[src/rtl/clk_phase_div.sv]
// clk_phase_div: NUM_OUT phase-staggered divided clock-enable waves from clk_in1.
// Latency: clk_out (and clk_out_inv when built) is one register stage after the base counter.
// Handshake: cfg_req is held high until cfg_ack, and the change is applied only on a period boundary.
//
// Ports:
//   clk_in1, resetn          fabric clock, asynchronous active-low reset
//   div_val, high_val        requested ratio N and high time H (DIV_W bits each)
//   phase_val                per-output phase P_i, field i at [i*DIV_W +: DIV_W]
//   cfg_req / cfg_ack        request level / one-cycle apply pulse
//   clk_out, clk_out_inv     registered phase outputs and their complement
//   locked                   waveforms stable for LOCK_PERIODS full periods
//
// Build option: define CLK_PHASE_DIV_INV_EN to get a registered clk_out_inv.
// Without it, clk_out_inv is tied to 0.
module clk_phase_div #(
  parameter int NUM_OUT      = 4,
  parameter int DIV_W        = 8,
  parameter int RST_DIV      = 4,
  parameter int RST_HIGH     = 2,
  parameter int LOCK_PERIODS = 16
) (
  input  logic                     clk_in1,
  input  logic                     resetn,
  input  logic [DIV_W-1:0]         div_val,
  input  logic [DIV_W-1:0]         high_val,
  input  logic [NUM_OUT*DIV_W-1:0] phase_val,
  input  logic                     cfg_req,
  output logic                     cfg_ack,
  output logic [NUM_OUT-1:0]       clk_out,
  output logic [NUM_OUT-1:0]       clk_out_inv,
  output logic                     locked
);

  // Reset configuration goes through the same clamping as runtime requests,
  // so an odd parameter choice still yields a legal waveform.
  localparam int RST_N_I = (RST_DIV < 2) ? 2 : RST_DIV;
  localparam int RST_H_I = (RST_HIGH < 1) ? 1 :
                           ((RST_HIGH >= RST_N_I) ? RST_N_I - 1 : RST_HIGH);
  localparam logic [DIV_W-1:0] RST_N = DIV_W'(RST_N_I);
  localparam logic [DIV_W-1:0] RST_H = DIV_W'(RST_H_I);

  localparam int               CNT_W    = $clog2(LOCK_PERIODS + 1);
  localparam logic [CNT_W-1:0] LOCK_CNT = CNT_W'(LOCK_PERIODS);

  typedef struct packed {
    logic [NUM_OUT-1:0][DIV_W-1:0] p;
    logic [DIV_W-1:0]              h;
    logic [DIV_W-1:0]              n;
  } cfg_t;

  typedef enum logic [0:0] {
    WARM = 1'b0,
    LOCK = 1'b1
  } state_t;

  // ---------------------------------------------------------------------------
  // State
  // ---------------------------------------------------------------------------
  cfg_t               cfg_q;
  logic [DIV_W-1:0]   cnt_q;
  logic               pend_q;
  logic [NUM_OUT-1:0] out_q;
  state_t             state_q;
  logic [CNT_W-1:0]   per_q;

  cfg_t               cfg_san;
  cfg_t               cfg_eff;
  logic [DIV_W-1:0]   cnt_d;
  logic               pend_d;
  logic [NUM_OUT-1:0] out_d;
  state_t             state_d;
  logic [CNT_W-1:0]   per_d;

  logic boundary;
  logic apply;
  logic period_end;
  logic n_change;

  // ---------------------------------------------------------------------------
  // Request sanitising: the requested values are clamped into a legal
  // waveform (N >= 2, 1 <= H <= N-1, P_i <= N-1) before they can be latched.
  // ---------------------------------------------------------------------------
  always_comb begin
    cfg_san = '0;
    cfg_san.n = (div_val < DIV_W'(2)) ? DIV_W'(2) : div_val;

    if (high_val == '0) begin
      cfg_san.h = DIV_W'(1);
    end else if (high_val >= cfg_san.n) begin
      cfg_san.h = cfg_san.n - DIV_W'(1);
    end else begin
      cfg_san.h = high_val;
    end

    for (int i = 0; i < NUM_OUT; i++) begin
      if (phase_val[i*DIV_W +: DIV_W] >= cfg_san.n) begin
        cfg_san.p[i] = cfg_san.n - DIV_W'(1);
      end else begin
        cfg_san.p[i] = phase_val[i*DIV_W +: DIV_W];
      end
    end
  end

  // ---------------------------------------------------------------------------
  // Handshake. A request is remembered in pend_q and only takes effect in a
  // cycle where the counter sits at 0, so a waveform is never cut mid-period.
  // The request level is ignored during the ack cycle itself, so a requester
  // that drops cfg_req after seeing ack produces exactly one application.
  // ---------------------------------------------------------------------------
  assign boundary = (cnt_q == '0);
  assign apply    = pend_q & boundary;
  assign cfg_ack  = apply;

  assign pend_d   = apply ? 1'b0 : (pend_q | cfg_req);

  // The configuration used this cycle. On an apply cycle the new values
  // already drive the output compare, so the registered outputs show the new
  // waveform in the cycle right after cfg_ack.
  assign cfg_eff  = apply ? cfg_san : cfg_q;

  assign period_end = (cnt_q >= cfg_q.n - DIV_W'(1));
  assign n_change   = (cfg_san.n != cfg_q.n);

  // ---------------------------------------------------------------------------
  // Base counter and output compare.
  // Output i is high while (c - P_i) mod N < H. Because c and P_i are both
  // below N, the modulo reduces to a single conditional add of N; one extra
  // bit keeps c + N from wrapping.
  // ---------------------------------------------------------------------------
  always_comb begin
    cnt_d = (cnt_q >= cfg_eff.n - DIV_W'(1)) ? '0 : cnt_q + DIV_W'(1);

    out_d = '0;
    for (int i = 0; i < NUM_OUT; i++) begin
      if (cnt_q >= cfg_eff.p[i]) begin
        out_d[i] = ((cnt_q - cfg_eff.p[i]) < cfg_eff.h);
      end else begin
        out_d[i] = (({1'b0, cnt_q} + {1'b0, cfg_eff.n} - {1'b0, cfg_eff.p[i]})
                    < {1'b0, cfg_eff.h});
      end
    end
  end

  always_ff @(posedge clk_in1 or negedge resetn) begin
    if (!resetn) begin
      cfg_q.n <= RST_N;
      cfg_q.h <= RST_H;
      cfg_q.p <= '0;
      cnt_q   <= '0;
      pend_q  <= 1'b0;
      out_q   <= '0;
    end else begin
      cfg_q   <= cfg_eff;
      cnt_q   <= cnt_d;
      pend_q  <= pend_d;
      out_q   <= out_d;
    end
  end

  assign clk_out = out_q;

  // ---------------------------------------------------------------------------
  // Lock FSM.
  // per_q counts completed periods (incremented on the last cycle of each
  // period). The WARM -> LOCK step is taken on the boundary that follows the
  // LOCK_PERIODS-th completion, so locked rises one cycle after that boundary.
  // A change of N restarts the warm-up; H/P-only changes leave lock alone.
  // ---------------------------------------------------------------------------
  always_comb begin
    state_d = state_q;
    per_d   = per_q;

    case (state_q)
      WARM: begin
        if (period_end && (per_q != LOCK_CNT)) begin
          per_d = per_q + CNT_W'(1);
        end
        if (boundary && (per_q == LOCK_CNT)) begin
          state_d = LOCK;
        end
      end
      LOCK: begin
        state_d = LOCK;
      end
      default: begin
        state_d = WARM;
        per_d   = '0;
      end
    endcase

    if (apply && n_change) begin
      state_d = WARM;
      per_d   = '0;
    end
  end

  always_ff @(posedge clk_in1 or negedge resetn) begin
    if (!resetn) begin
      state_q <= WARM;
      per_q   <= '0;
    end else begin
      state_q <= state_d;
      per_q   <= per_d;
    end
  end

  assign locked = (state_q == LOCK);

  // ---------------------------------------------------------------------------
  // Inverted outputs: a parallel register fed from the same compare so both
  // copies switch on the same edge.
  // ---------------------------------------------------------------------------
`ifdef CLK_PHASE_DIV_INV_EN
  logic [NUM_OUT-1:0] inv_q;

  always_ff @(posedge clk_in1 or negedge resetn) begin
    if (!resetn) begin
      inv_q <= '1;
    end else begin
      inv_q <= ~out_d;
    end
  end

  assign clk_out_inv = inv_q;
`else
  assign clk_out_inv = '0;
`endif

endmodule

[config.mk]
export PLATFORM = sky130hd
export DESIGN_NAME = clk_phase_div
export DESIGN_NICKNAME = d
export VERILOG_FILES = /design/src/rtl/clk_phase_div.sv
export SDC_FILE = /design/constraint.sdc
export NUM_CORES = 1
export LEC_CHECK = 0
export CAP_MARGIN = 20
export CELL_PAD_IN_SITES_DETAIL_PLACEMENT = 0
export CELL_PAD_IN_SITES_GLOBAL_PLACEMENT = 1
export CORE_MARGIN = 2
export CORE_UTILIZATION = 40
export CTS_CLUSTER_SIZE = 14
export DETAILED_ROUTE_END_ITERATION = 7
export PLACE_DENSITY = 0.74
export SLEW_MARGIN = 15
export SYNTH_ARGS = -nofsm -noshare
export SYNTH_HDL_FRONTEND = slang
export SYNTH_SLANG_ARGS = --single-unit
[constraint.sdc]
create_clock -name clk_in1 -period 5.56 [get_ports clk_in1]
set_clock_uncertainty 0.15 [all_clocks]
set_input_delay 1.112 -clock clk_in1 [delete_from_list [all_inputs] [get_ports clk_in1]]
set_output_delay 1.112 -clock clk_in1 [all_outputs]
set_load 0.02 [all_outputs]
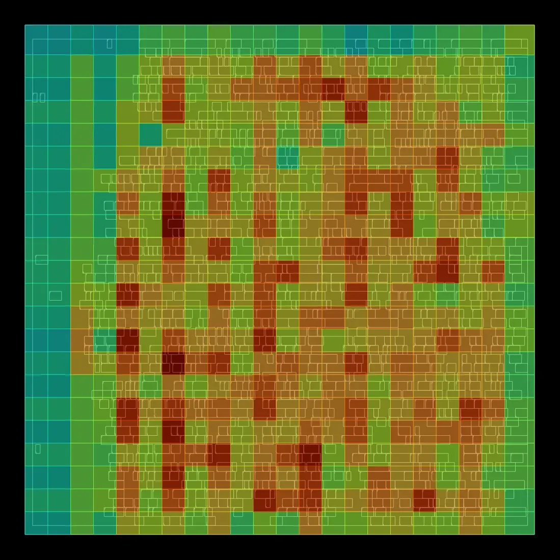
run_1/final_congestion.png
Final Core Density: 0.560
met1 Track Usage GR: 0.353
Total Routing Usage GR: 0.253
most heavily used metal layer in global routing: met2
met3 Track Usage GR: 0.0389

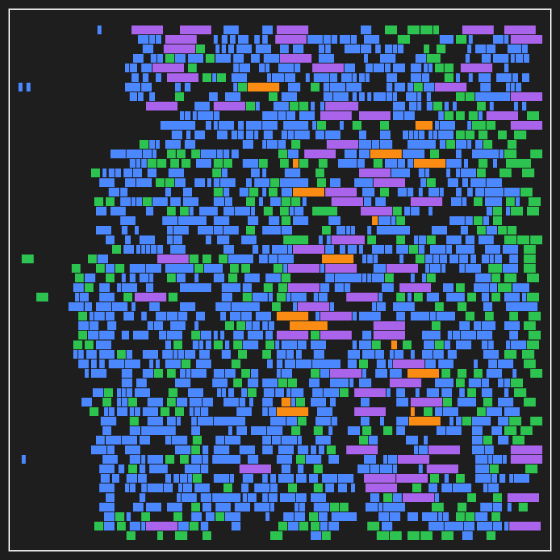
run_1/cell_classes.png
Purple marks flip-flops, cells 67, share of their area 14%. Green marks other buffers and delay cells, cells 296, share of their area 20%. Blue marks all other logic, cells 933, share of their area 63%. Orange marks clock drivers and dummy loads, cells 16, share of their area 2.5%.

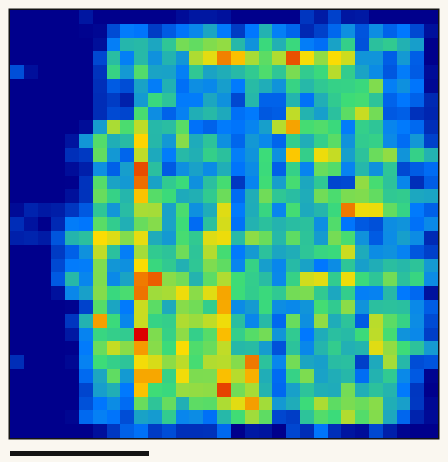
run_1/wire_density.png
Bar = 50 um. 31 x 31 tiles, from dark blue (low) to red (high), scaled to the fullest tile. Values are wire area over tile area, all layers added.
17% of the tiles are nearly empty. 23% of the tiles are over half the peak. The fullest tile reaches 0.60. The emptiest ninth of the die: top left. The mean over all tiles is 0.20.
average wire per standard cell: 18.5 um
routed wire length: 29.5 mm
via count of the routed design: 8813

==> flow_summary.toml, run 1 <==
# physical design summary
[status]
run_status = "complete, but fails checks"
violations = "negative setup slack"

[flow_run]
log.warning_count = 32
drv.max_cap_violation_count = 0

[layout]
finalInstanceArea_um2 = 12300
clock_buffers = 11
area_share_nonclk_buffers = 0.195
number_of_logic_inverters_in_the_finished_layout = 60
sequential_cell_total = 67
layout.nets = 1554
multi_input_comb_cells = 873
multi_input_gate_share_of_total_cell_area = 0.598
sh_seq_area = 0.136
clkCellAreaFrac = 0.0240
antenna_cells_inserted = 0
finalNonFillerCells = 1592
final_layout_top_logic_cell = "buf_4"
ff_latch_area_um2 = 1680
drive_above_1_share = 0.271
dominant_cells = "logic gates"
n_fill_cell = 1980
buffers = 296
final-comb-area_um2 = 7360
syn2layout_area_growth_pct = 37.0
layout_top_cells = "buf_4, ha_1, nand2_1"

[placed_design]
half_perimeter_wire_length_of_the_detailed_placement_result_mm = 23.8
dpl.cell_count = 1567
dpl_cell_area_um2 = 11700
routabilityCongestion = 0.910
io_buf_count = 56

[yosys]
ys_sh_simple = 0.131
ys.flop_type = "dfrtp_1"
netlist-cell-type-count = 69
synth.area.top_cells = "ha_1, dfrtp_1, xnor2_1"
yosys_chip_area_um2 = 8990
synthArstFlopShare = 1.00
post_synth_fa_ha_maj_area_fraction = 0.284
syn-instance-count = 1020
yosys.area.top_type_share = 0.260
post_syn_area_per_cell_um2 = 8.81
synth.comb.largest_family = "adder cells"
synthXorXnorAreaFrac = 0.0877
synthDominantAreaCellType = "ha_1"
ys_ff = 67
muxShareOfSynthArea = 0.0153
synthesis.area_um2 = 8990
yosys.stat.seqShare = 0.187
count_of_flip_flops_with_a_built_in_enable_after_synthesis = 0

[clock_tree]
cts-htree-levels = 3
cts.sink_count = 67
hold_buf_count_cts = 0
numCtsBuffers = 9
clock_tree.buffer_depth = 2
tritoncts = "built"
cts.reportedPaths.clkPinSlew_ns = 0.06
worst_skew_pair.late_latency_ns = 0.35
clockRootBuffer = "clkbuf_16"

[final_timing]
grt_setup_unrepaired = "true"
tightest_slew_margin_relative_to_the_limit = 0.475
post-route-period-util = 1.10
finalMaxSlewViolations = 0
finalWorstSetupSlack_ns = -0.538
final-setup-viol-count = 4
clock.fmax_mhz = 164
hold_viol_final = 0
tightest_slew_ns = 0.788
period_needed_ns = 6.10

[global_routing]
initial_antenna_violation_count = 0
first_pass_grt_wire_length_mm = 46.7
number_of_global_route_vias_before_repair = 8804
globalRouteOverflowTotal = 0
grt_start_max_net_pins = 54

[worst_setup_path]
critPathCapture = "clk_out[1]"
worst_setup_path_startpoint = "div_val[3]"
cp_max_stage_cell = "or4_4"
worstSetupPathType = "input pin to flip-flop"
worstSetupEndpointType = "flip-flop"
crit_path_max_incr_delay_ns = 0.56
setup.reg_to_reg.worst_slack_ns = 0.32
worst_ep_required_time_ns = 5.65
highest_fanout_seen_on_the_critical_path = 6
rr_endpoint = "clk_out[1]"
critical_path.n_buffers_inverters = 4
start_kind = "input pin"
crit_top_cell = "ha_1"
crit_arrival_ns = 6.18
worstRegToRegCells = 22
critical_path.top_delay_family = "AND-OR/OR-AND gates"
cp.depth = 25

[die]
die_height_um = 154
floorplan.initialDensity = 0.409
well_tap_count = 280
design.core.area_um2 = 22000
chipWidth_um = 154
floorplan.rows = 54
chipArea_um2 = 23700

[detailed_routing]
detailedRoute.firstPassIterationCount = 5
vias_per_cell = 5.54
detail_route.drc_violations = 0
initialDrtViolationCount = 520
postRouteAntennaNets = 0

[hold_path]
hold_path.class = "flip-flop to flip-flop"
min_path_cells = 2
hold_start = "cfg_q[26]"
==> run 1: cell usage after synthesis, types with 9 or more instances <==
library cell / instances
ha_1: 187
a21oi_1: 85
nand2_1: 78
dfrtp_1: 65
nor2_1: 60
inv_1: 57
xnor2_1: 54
a21o_1: 45
o21ai_0: 40
xor2_1: 36
o211ai_1: 32
nor3_1: 24
o2111ai_1: 24
o211a_1: 22
nand3_1: 19
clkbuf_1: 12
o21a_1: 12
nand2b_1: 11
nand4_1: 11
mux2i_1: 10
a221oi_1: 9
fa_1: 9
o21bai_1: 9
==> run 1: metrics by stage <==
step                      setup TNS [ns]  setup slack [ns]  utilization  hold WS [ns]
after floorplan                    -2.88             -1.01            -         0.311
after global placement             -5.10             -1.35        0.533         0.322
after detailed placement           -5.33             -1.43        0.533         0.334
after CTS                          -2.05            -0.538        0.553         0.350
after global routing               -2.89            -0.741        0.560         0.373
final                              -1.95            -0.538        0.560         0.347
==> run 1: flip-flops by register name, indices dropped and copies added, names as in the netlist <==
signal,flops
cfg_q,48
cnt_q,8
per_q,5
clk_out,4
locked,1
pend_q,1
==> run 1: timing repair <==
action / CTS / global route
buffers inserted: 7 / 2
resized: 45 / 27
pin swaps: 25 / 13
endpoints found under the setup margin: 4 / 4
cloned: 0 / 0
==> run 1: routing by layer <==
metal,vias up,global-route usage,share of wire
met5,-,0,0
met4,0,0.0792,0.027
met3,43,0.0389,0.049
met2,196,0.405,0.44
met1,4172,0.353,0.49
li1,4402,-,-
==> run 1: logic make-up (layout without fill, tap and decap cells) <==
family,after synthesis,in the layout
AOI/OAI and AO/OA,323,323
and+or+nand+nor,245,245
adders and majority gates,199,199
xor gates and xnor gates,90,90
buffers and inverters,83,372
DFF,67,67
muxes,12,12
other,1,4
run_1/density.png
Bar = 50 um. 15 x 15 tiles, from dark blue (low) to red (high), 0 to 100% covered.
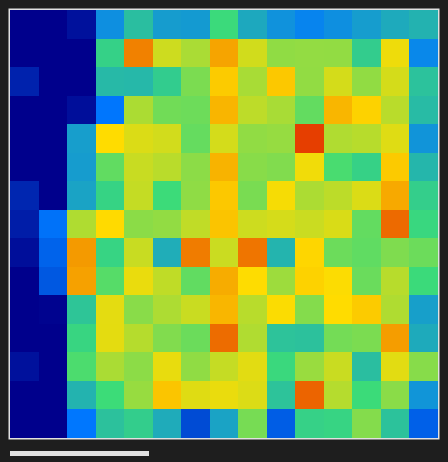

--- run 2 (diff from run 1) ---
--- a/config.mk
+++ b/config.mk
@@ -12,8 +12,8 @@
 export CORE_UTILIZATION = 40
 export CTS_CLUSTER_SIZE = 14
 export DETAILED_ROUTE_END_ITERATION = 7
-export PLACE_DENSITY = 0.74
-export SLEW_MARGIN = 15
+export PLACE_DENSITY = 0.82
+export SLEW_MARGIN = 20
 export SYNTH_ARGS = -nofsm -noshare
 export SYNTH_HDL_FRONTEND = slang
 export SYNTH_SLANG_ARGS = --single-unit
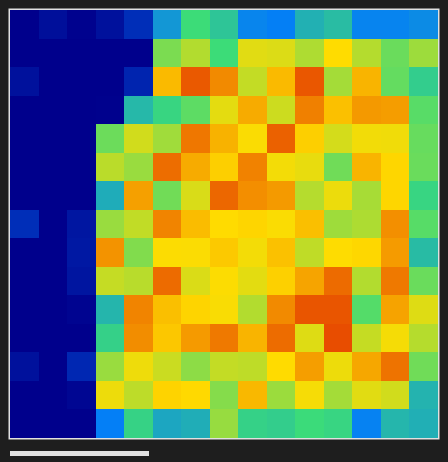
run_2/density.png
Bar = 50 um. 15 x 15 tiles, from dark blue (low) to red (high), 0 to 100% covered.
The fullest tile reaches 91%. The emptiest ninth of the die: top left. The mean over all tiles is 52%. 28% of the tiles are over 75% full.
Final Core Density: 0.576
Init Core Util: 0.409
Core Region: 22000 um2

==> flow_summary.toml, run 2 <==
# physical design summary
[die]
chipArea_um2 = 23700
chipWidth_um = 154
die_height_um = 154
floorplan.io_pins = 61

[global_routing]
initial_antenna_violation_count = 0
grt_start_max_net_pins = 51
number_of_global_route_vias_before_repair = 9378
first_pass_grt_wire_length_mm = 48.0
grt_usage = 0.254
globalRouteOverflowTotal = 0

[hold_path]
hold_path.class = "flip-flop to flip-flop"
whs_endpoint = "cfg_q[23]"
min_path_cells = 2
hold_start = "cfg_q[23]"

[placed_design]
half_perimeter_wire_length_of_the_detailed_placement_result_mm = 23.3
dpl_cell_area_um2 = 11700
routabilityCongestion = 0.914
io_buf_count = 56
place_worst_setup_slack_ns = -1.58

[detailed_routing]
vias_per_cell = 5.60
post_drt_wl_per_cell_um = 18.5
detailedRoute.firstPassIterationCount = 5
vias = 9027
postRouteWirelength_mm = 29.8
initialDrtViolationCount = 526
detail_route.drc_violations = 0
postRouteAntennaNets = 0

[yosys]
synthesis.area_um2 = 8990
syn-instance-count = 1020
count_of_flip_flops_with_a_built_in_enable_after_synthesis = 0
yosys.stat.seqShare = 0.187
ys.flop_type = "dfrtp_1"
yosys.area.top_type_share = 0.260
post_syn_area_per_cell_um2 = 8.81
ys_ff = 67
ys_top_cells_by_count = "ha_1, a21oi_1, nand2_1, dfrtp_1, nor2_1"
synthDominantAreaCellType = "ha_1"
synth.most_common_cell = "ha_1"
synth.area.top_cells = "ha_1, dfrtp_1, xnor2_1"
synthArstFlopShare = 1.00
yosys_chip_area_um2 = 8990
netlist-cell-type-count = 69

[clock_tree]
clock_tree.buffer_depth = 2
numCtsBuffers = 9
tritoncts = "built"
cts.reportedPaths.clkPinSlew_ns = 0.06
clockRootBuffer = "clkbuf_16"
cts-htree-levels = 3
cts.sink_count = 67
worst_skew_pair.late_latency_ns = 0.34

[worst_setup_path]
crit_arrival_ns = 6.19
worst_setup_path_startpoint = "div_val[5]"
highest_fanout_seen_on_the_critical_path = 4
worstRegToRegCells = 21
cp_max_stage_cell = "or4_4"
crit_top_cell = "buf_6"
start_kind = "input pin"
crit_path_max_incr_delay_ns = 0.55
setup.reg_to_reg.worst_slack_ns = 0.40
worstSetupEndpointType = "flip-flop"
worstSetupPathType = "input pin to flip-flop"
worst_ep_required_time_ns = 5.61
rr_endpoint = "clk_out[0]"

[flow_run]
drv.max_cap_violation_count = 0
log.warning_count = 32

[final_timing]
post-route-period-util = 1.10
finalMaxSlewViolations = 0
finalWorstSetupSlack_ns = -0.577
tightest_slew_ns = 0.976
clock.fmax_mhz = 163
tightest_slew_margin_relative_to_the_limit = 0.349
hold_viol_final = 0
period_needed_ns = 6.14
final-setup-viol-count = 4
grt_setup_unrepaired = "true"

[layout]
top_regs = "cfg_q (48), cnt_q (8), per_q (5)"
max_flop_register = "cfg_q"
syn2layout_area_growth_pct = 40.7
layout_top_cells = "buf_4, ha_1, nand2_1"
layout.nets = 1575
drive_above_1_share = 0.296
antenna_cells_inserted = 0
final_layout_top_logic_cell = "buf_4"
largest_register_ffs = 48

[status]
run_status = "complete, but fails checks"
violations = "negative setup slack"
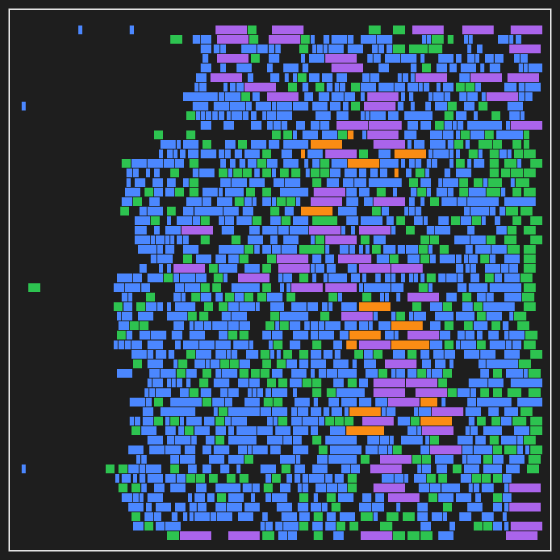
run_2/cell_classes.png
Purple marks flip-flops, cells 67, share of their area 14%. Green marks other buffers and delay cells, cells 317, share of their area 21%. Orange marks clock drivers and dummy loads, cells 16, share of their area 2.6%. Blue marks all other logic, cells 933, share of their area 63%.
post-route standard cell area excluding fillers: 12600 um2
cell row count: 54
register fraction of the total cell area: 0.133

## run 2: cell families after synthesis
family                     synth area share
other                              0.000417
buffers and inverters                0.0383
and+or+nand+nor                       0.131
muxes                                0.0153
adders and majority gates             0.284
AOI/OAI and AO/OA                     0.256
DFF                                   0.187
xor gates and xnor gates             0.0877
## run 2: final cells by class
cell class	instances	area, um2
fill	1901	9320
multi-input combinational	873	7510
timing repair buffer	317	2560
sequential	67	1680
tap	280	350
clock buffer	12	246
inverter	60	225
clock inverter	4	73.8
## run 2: layer usage
layer / GRT usage / wire, um
met5: 0 / 0
met4: 0.0952 / 983
met3: 0.0276 / 1470
met2: 0.429 / 13900
met1: 0.336 / 13500
## run 2: worst max-delay path by stage
| stage | end | slack (ns) | depth (start not counted) |
|---|---|---|---|
| floorplan | clk_out[3] | -1.01 | 28 |
| global placement | clk_out[0] | -1.54 | 26 |
| detailed placement | clk_out[0] | -1.58 | 26 |
| CTS | clk_out[0] | -0.56 | 28 |
| global route | clk_out[0] | -0.79 | 28 |
| finish | clk_out[0] | -0.58 | 29 |
## run 2: what timing repair did
item,CTS,global route
endpoints found under the setup margin,4,4
setup buffers,27,4
hold buffers,0,0
hold endpoints to repair,0,0
gates resized,73,29
pin swaps,81,45
## run 2: worst max-delay path, delay by kind of cell
kind / cells / cell delay, ns
adders and majority gates: 5 / 1.21
buffers and inverters: 8 / 0.84
AOI/OAI and AO/OA: 11 / 1.99
xor gates and xnor gates: 1 / 0.16
and+or+nand+nor: 4 / 0.84
## run 2: stage by stage
step / TNS [ns] / hold WS [ns] / std cells
floorplan: -2.88 / 0.311 / 1023
global placement: -5.34 / 0.323 / 1567
detailed placement: -5.79 / 0.333 / 1567
CTS: -1.95 / 0.348 / 1610
global route: -2.96 / 0.387 / 1613
finish: -1.87 / 0.347 / 1613
